Wires at chosen ports, followed through buffers:
Drawn at 1.5 px/micron.
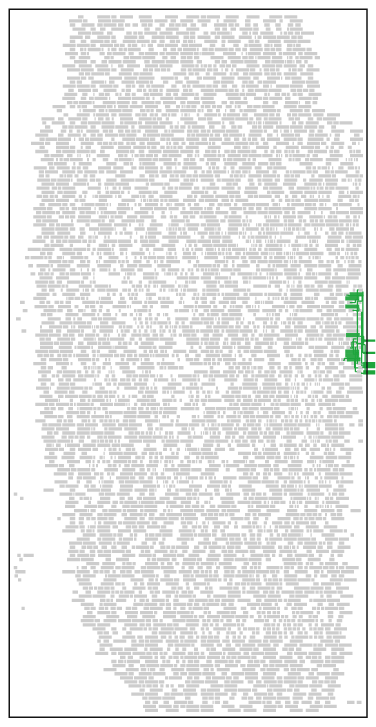
Where the registers sit:
Drawn at 1.5 px/micron. Other sequential cells in the stronger gray, the rest of the logic in the fainter gray.
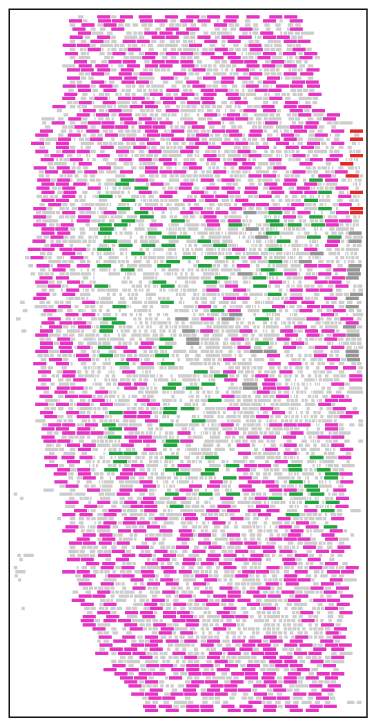
Routed metal, one color a layer:
Drawn at 1 px/micron. Only two layers are drawn.
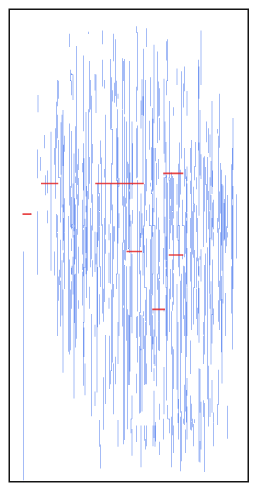
Wire density map:
Drawn at 1 px/micron. The die is cut into 12 by 24 equal tiles; dark blue is low, red is high, scaled to the fullest tile. Values are wire area over tile area, all layers added.
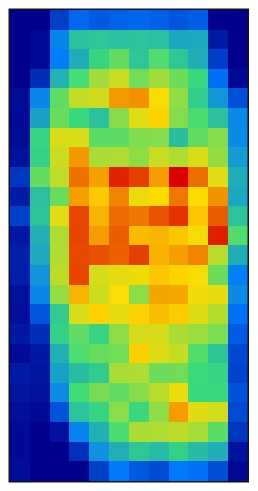
<file path="src/rtl/phy_dly_sequencer.sv">
// Loads a shadow table of phy delay values through the phy programming port.
// Runs either program every entry or only the entries written since their last load.
module phy_dly_sequencer #(
  parameter logic [6:0]  LAST_ADDR     = 7'h5f,
  parameter int unsigned SETTLE_CYCLES = 4,
  parameter logic [7:0]  DLY_DEFAULT   = 8'h00
) (
  input  logic       clk,
  input  logic       rst_n,
  input  logic       cfg_we,
  input  logic [6:0] cfg_addr,
  input  logic [7:0] cfg_data,
  input  logic       start,
  input  logic       dirty_only,
  output logic       busy,
  output logic       done,
  output logic [7:0] dly_data,
  output logic [6:0] dly_addr,
  output logic       ld_delay,
  output logic       set
);

  typedef enum logic [2:0] {IDLE, SCAN, SET, SETTLE, DONE} state_t;

  localparam logic [7:0]   SETTLE_LAST = (SETTLE_CYCLES == 0) ? 8'd0 : 8'(SETTLE_CYCLES - 1);
  localparam logic [127:0] SCAN_MASK   = {128{1'b1}} >> (7'd127 - LAST_ADDR);

  state_t       state, state_nxt;
  logic [6:0]   idx, idx_nxt;
  logic [7:0]   cnt, cnt_nxt;
  logic         dirty_mode, dirty_mode_nxt;

  logic [7:0]   dly_table [128];
  logic [127:0] dirty;

  logic         load_en;
  logic         busy_nxt, done_nxt, ld_nxt, set_nxt;
  logic [7:0]   data_nxt;
  logic [6:0]   addr_nxt;

  // A start on the cycle done is visible must not launch a new run.
  wire accept    = (state == IDLE) && start && !done;
  wire any_dirty = |(dirty & SCAN_MASK);

  assign load_en = (state == SCAN) && (!dirty_mode || dirty[idx]);

  // State register
  always_ff @(posedge clk or negedge rst_n) begin
    if (!rst_n) begin
      state      <= IDLE;
      idx        <= '0;
      cnt        <= '0;
      dirty_mode <= 1'b0;
    end else begin
      // NOTE: sequential state uses non-blocking assignments so every flop
      // samples pre-edge values regardless of statement order.
      state      <= state_nxt;
      idx        <= idx_nxt;
      cnt        <= cnt_nxt;
      dirty_mode <= dirty_mode_nxt;
    end
  end

  // Next-state logic
  always_comb begin
    // NOTE: every variable gets a default first so no latch is inferred.
    state_nxt      = state;
    idx_nxt        = idx;
    cnt_nxt        = cnt;
    dirty_mode_nxt = dirty_mode;
    unique case (state)
      IDLE: begin
        if (accept) begin
          idx_nxt        = '0;
          dirty_mode_nxt = dirty_only;
          state_nxt      = (dirty_only && !any_dirty) ? DONE : SCAN;
        end
      end
      SCAN: begin
        idx_nxt = idx + 7'd1;
        if (idx == LAST_ADDR) state_nxt = SET;
      end
      SET: begin
        cnt_nxt   = '0;
        state_nxt = (SETTLE_CYCLES == 0) ? DONE : SETTLE;
      end
      SETTLE: begin
        cnt_nxt = cnt + 8'd1;
        if (cnt == SETTLE_LAST) state_nxt = DONE;
      end
      DONE:    state_nxt = IDLE;
      default: state_nxt = IDLE;
    endcase
  end

  // Output logic: values the output flops take at the next edge
  always_comb begin
    busy_nxt = busy;
    done_nxt = 1'b0;
    ld_nxt   = 1'b0;
    set_nxt  = 1'b0;
    addr_nxt = dly_addr;
    data_nxt = dly_data;
    unique case (state)
      IDLE: if (accept) busy_nxt = 1'b1;
      SCAN: begin
        if (load_en) begin
          ld_nxt   = 1'b1;
          addr_nxt = idx;
          data_nxt = dly_table[idx];
        end
      end
      SET:  set_nxt = 1'b1;
      DONE: begin
        done_nxt = 1'b1;
        busy_nxt = 1'b0;
      end
      default: ;
    endcase
  end

  always_ff @(posedge clk or negedge rst_n) begin
    if (!rst_n) begin
      busy     <= 1'b0;
      done     <= 1'b0;
      ld_delay <= 1'b0;
      set      <= 1'b0;
      dly_addr <= '0;
      dly_data <= '0;
    end else begin
      busy     <= busy_nxt;
      done     <= done_nxt;
      ld_delay <= ld_nxt;
      set      <= set_nxt;
      dly_addr <= addr_nxt;
      dly_data <= data_nxt;
    end
  end

  // Shadow table and dirty bits. A write on the cycle an entry is loaded
  // lands after the clear, so the entry stays dirty with the new data.
  always_ff @(posedge clk or negedge rst_n) begin
    if (!rst_n) begin
      // NOTE: the table is reset explicitly, so it is built from flops, not RAM;
      // the all-ones dirty vector makes the first dirty-only run load everything.
      for (int i = 0; i < 128; i++) dly_table[i] <= DLY_DEFAULT;
      dirty <= '1;
    end else begin
      if (load_en) dirty[idx] <= 1'b0;
      if (cfg_we) begin
        dly_table[cfg_addr] <= cfg_data;
        dirty[cfg_addr]     <= 1'b1;
      end
    end
  end

endmodule

</file>
<file path="config.mk">
export PLATFORM = sky130hd
export DESIGN_NAME = phy_dly_sequencer
export DESIGN_NICKNAME = d
export VERILOG_FILES = /design/src/rtl/phy_dly_sequencer.sv
export SDC_FILE = /design/constraint.sdc
export NUM_CORES = 2
export LEC_CHECK = 0
export CAP_MARGIN = 0
export CORE_ASPECT_RATIO = 2
export CORE_MARGIN = 2
export CORE_UTILIZATION = 50
export DETAILED_ROUTE_END_ITERATION = 8
export HOLD_SLACK_MARGIN = 0.03
export PLACE_DENSITY = 0.68
export SLEW_MARGIN = 20
export SYNTH_ARGS = -nofsm -noshare
export SYNTH_HDL_FRONTEND = slang
export SYNTH_SLANG_ARGS = --single-unit
</file>
<file path="constraint.sdc">
create_clock -name clk -period 2.8 [get_ports clk]
set_input_delay 0.84 -clock clk [delete_from_list [all_inputs] [get_ports clk]]
set_output_delay 0.84 -clock clk [all_outputs]
set_load 0.01 [all_outputs]
</file>
==> reports/qor.csv <==
metric,value,unit
Setup Skew,28.8,ps
most frequent cells in the layout,"mux2_2, dfrtp_1, buf_4, a22oi_1, nand2_1",
post-DP HPWL,147,mm
Final GP Congestion,1.02,
largest net degree at the start of global routing,129,
Cells after Synth,4214,
initial DRC count,4123,
Fmax achieved,0.315,GHz
met1 wire length,70.8,mm
ao+oa area frac,11.6,%
CTS tree,done,
status,finished with violations,
Pleak,31.3,nW
Die H,471,microns
most frequent CP cell,buf_4,
Final Hold Violating Endpoints,0,
# Cells Yosys,4214,
core footprint,108000,sq um
Final WS setup,-370,ps
yosys synthesis chip area,54500,sq um
vias per cell,6.76,
H-Tree Depth,3,
FF/Latch Area,30000,sq um
CP required,3440,ps
Synth Area in Adders,0.0459,%
area grow syn2layout,25.3,%
Flop pwr share,37.6,%
clk slew on worst S/H paths,70,ps
most instantiated logic cell after routing,mux2_2,
site row count,171,
sw power,0.0193,W
CTS max path bufs,3,
worst-margin pin slew,1360,ps
Sink Count,1190,
OpenROAD warning count,35,
# setup viols final,143,
CTS root buffer,clkbuf_16,
Place WS,-772,ps
clk_lat worst skew,750,ps
path type of the worst setup path,register to register,
GRT met1 Usage,41.5,%
initial antenna violation count,12,
violated checks,negative setup slack,
Post-synth top flop,dfrtp_1,
first-pass GRT wire length,306,mm
RSZ-0062 raised after global routing,true,
About 'wires at chosen ports, followed through buffers':
| color | port | bits | direction | end cells | buffers | wire |
|---|---|---|---|---|---|---|
| green | dly_addr | 7 | output | 7 | 7 | 272 microns |
port bufs: 38
I/O pin total: 39

About 'where the registers sit':
| color | name in the netlist | sequential cells |
|---|---|---|
| magenta | dly_table | 1024 |
| red | cnt | 8 |
| green | dirty | 128 |
Seq/total area: 43.8%
Finished Core Util: 63.0%

About 'routed metal, one color a layer':
| color | layer | wire length |
|---|---|---|
| blue | M4 | 21.7 mm |
| red | M5 | 126 microns |
via count: 42600
wire per inst: 33.4 microns
GRT Total Usage: 37.7%

About 'wire density map':
nearly empty tiles: 6.9%
densest ninth of the die: middle
mean over tiles: 0.33
fullest tile: 0.70
tiles over half the peak: 51%
routed wire length: 210 mm

==> cell usage after synthesis (9+ instances only) <==
library cell  instances  area, sq um
dfstp_2             128         3360
nand4_1              28          175
and3_1               10         62.6
nand2_1             180          676
a31oi_1              53          332
mux2i_1              64          641
o21ai_0              32          160
nor2b_1              21          131
a211oi_1             14          105
a21oi_1             181          906
a22o_1               64          561
nor2_1              178          668
mux2_2             1081        12200
a221oi_1             71          622
nand2b_1             12         75.1
nor4_1               34          213
a22oi_1             230         1730
buf_1                20         75.1
o211ai_1              9         67.6
nor3_1               61          305
buf_4                13         97.6
mux4_2               31          698
o22ai_1              11         68.8
o2bb2ai_1            19          166
dfrtp_1            1062        26600
nand3_1              22          110
buf_2                79          395
clkbuf_1            237          890
and4_1               12          105
a41oi_1              85          744
a221o_1              18          180
==> worst register-to-register path, stage by stage, from the launching register on <==
cell and delay (ps):
dfrtp_4 460, buf_6 150, buf_6 100, and3b_4 230
buf_12 150, buf_4 170, buf_4 160, a22o_1 230
a221oi_1 240, a31oi_1 210, buf_4 200, a2111oi_2 350
nand4_1 130, mux2_2 280
==> worst paths after layout <==
check	cells after the start	startpoint	endpoint	slack, ps
max in group asynchronous	3	rst_n	dly_table[737]	1100
min in group asynchronous	2	rst_n	dly_table[151]	650
max reg2reg	13	idx[2]	dly_data[2]	-370
min reg2reg	1	dly_table[999]	dly_table[999]	500
min	2	cfg_data[4]	dly_table[884]	410
max	13	idx[2]	dly_data[2]	-370
==> stage by stage <==
step | utilization (%) | area [sq um] | cells | total power (W)
2_1_floorplan | - | 54500 | 4214 | 0.0278
3_3_place_gp | 57.9 | 62800 | 6025 | 0.0364
3_5_place_dp | 57.9 | 62800 | 6025 | 0.0367
4_1_cts | 62.1 | 67400 | 6266 | 0.0528
5_1_grt | 63.0 | 68300 | 6289 | 0.0556
6_report | 63.0 | 68300 | 6292 | 0.0544
==> power groups by stage <==
stage                     Clock (W)  Sequential, W  Combinational (W)
after CTS                    0.0153         0.0204             0.0171
after detailed placement          0         0.0207             0.0159
after global placement            0         0.0206             0.0158
final                        0.0152         0.0205             0.0188
after floorplan                   0         0.0201            0.00773
after global routing         0.0159         0.0206             0.0191
==> state kept, by name, summed over array words and instances, names as in the netlist, 3 cells and up <==
signal,flops
cnt,8
dirty,128
dly_addr,7
dly_data,8
dly_table,1024
idx,7
state,3
==> logic make-up after synthesis <==
kind of cell               count (synthesis)
DFF                                     1190
muxes                                   1184
AOI/OAI and AO/OA                        860
and+or+nand+nor                          607
buffers and inverters                    368
xor gates and xnor gates                   3
adders and majority gates                  2
==> area by class of cell <==
| cell class | count | share of cell area, % |
|---|---|---|
| clock inverter | 54 | 0.876 |
| inverter | 8 | 0.0476 |
| multi-input combinational | 2656 | 35.3 |
| sequential | 1190 | 43.8 |
| tap | 1384 | 2.54 |
| antenna | 4 | 0.0147 |
| clock buffer | 142 | 4.28 |
| timing repair buffer | 854 | 13.1 |
==> timing repair <==
action                     CTS  global route
hold endpoints to repair     1             0
resized                    126           121
pin swaps                   34            36
setup buffers               41            23
cloned                       3             3
setup endpoints to repair  144           144
hold buffers                 1             0
Power is estimated from default activity; no workload was simulated.
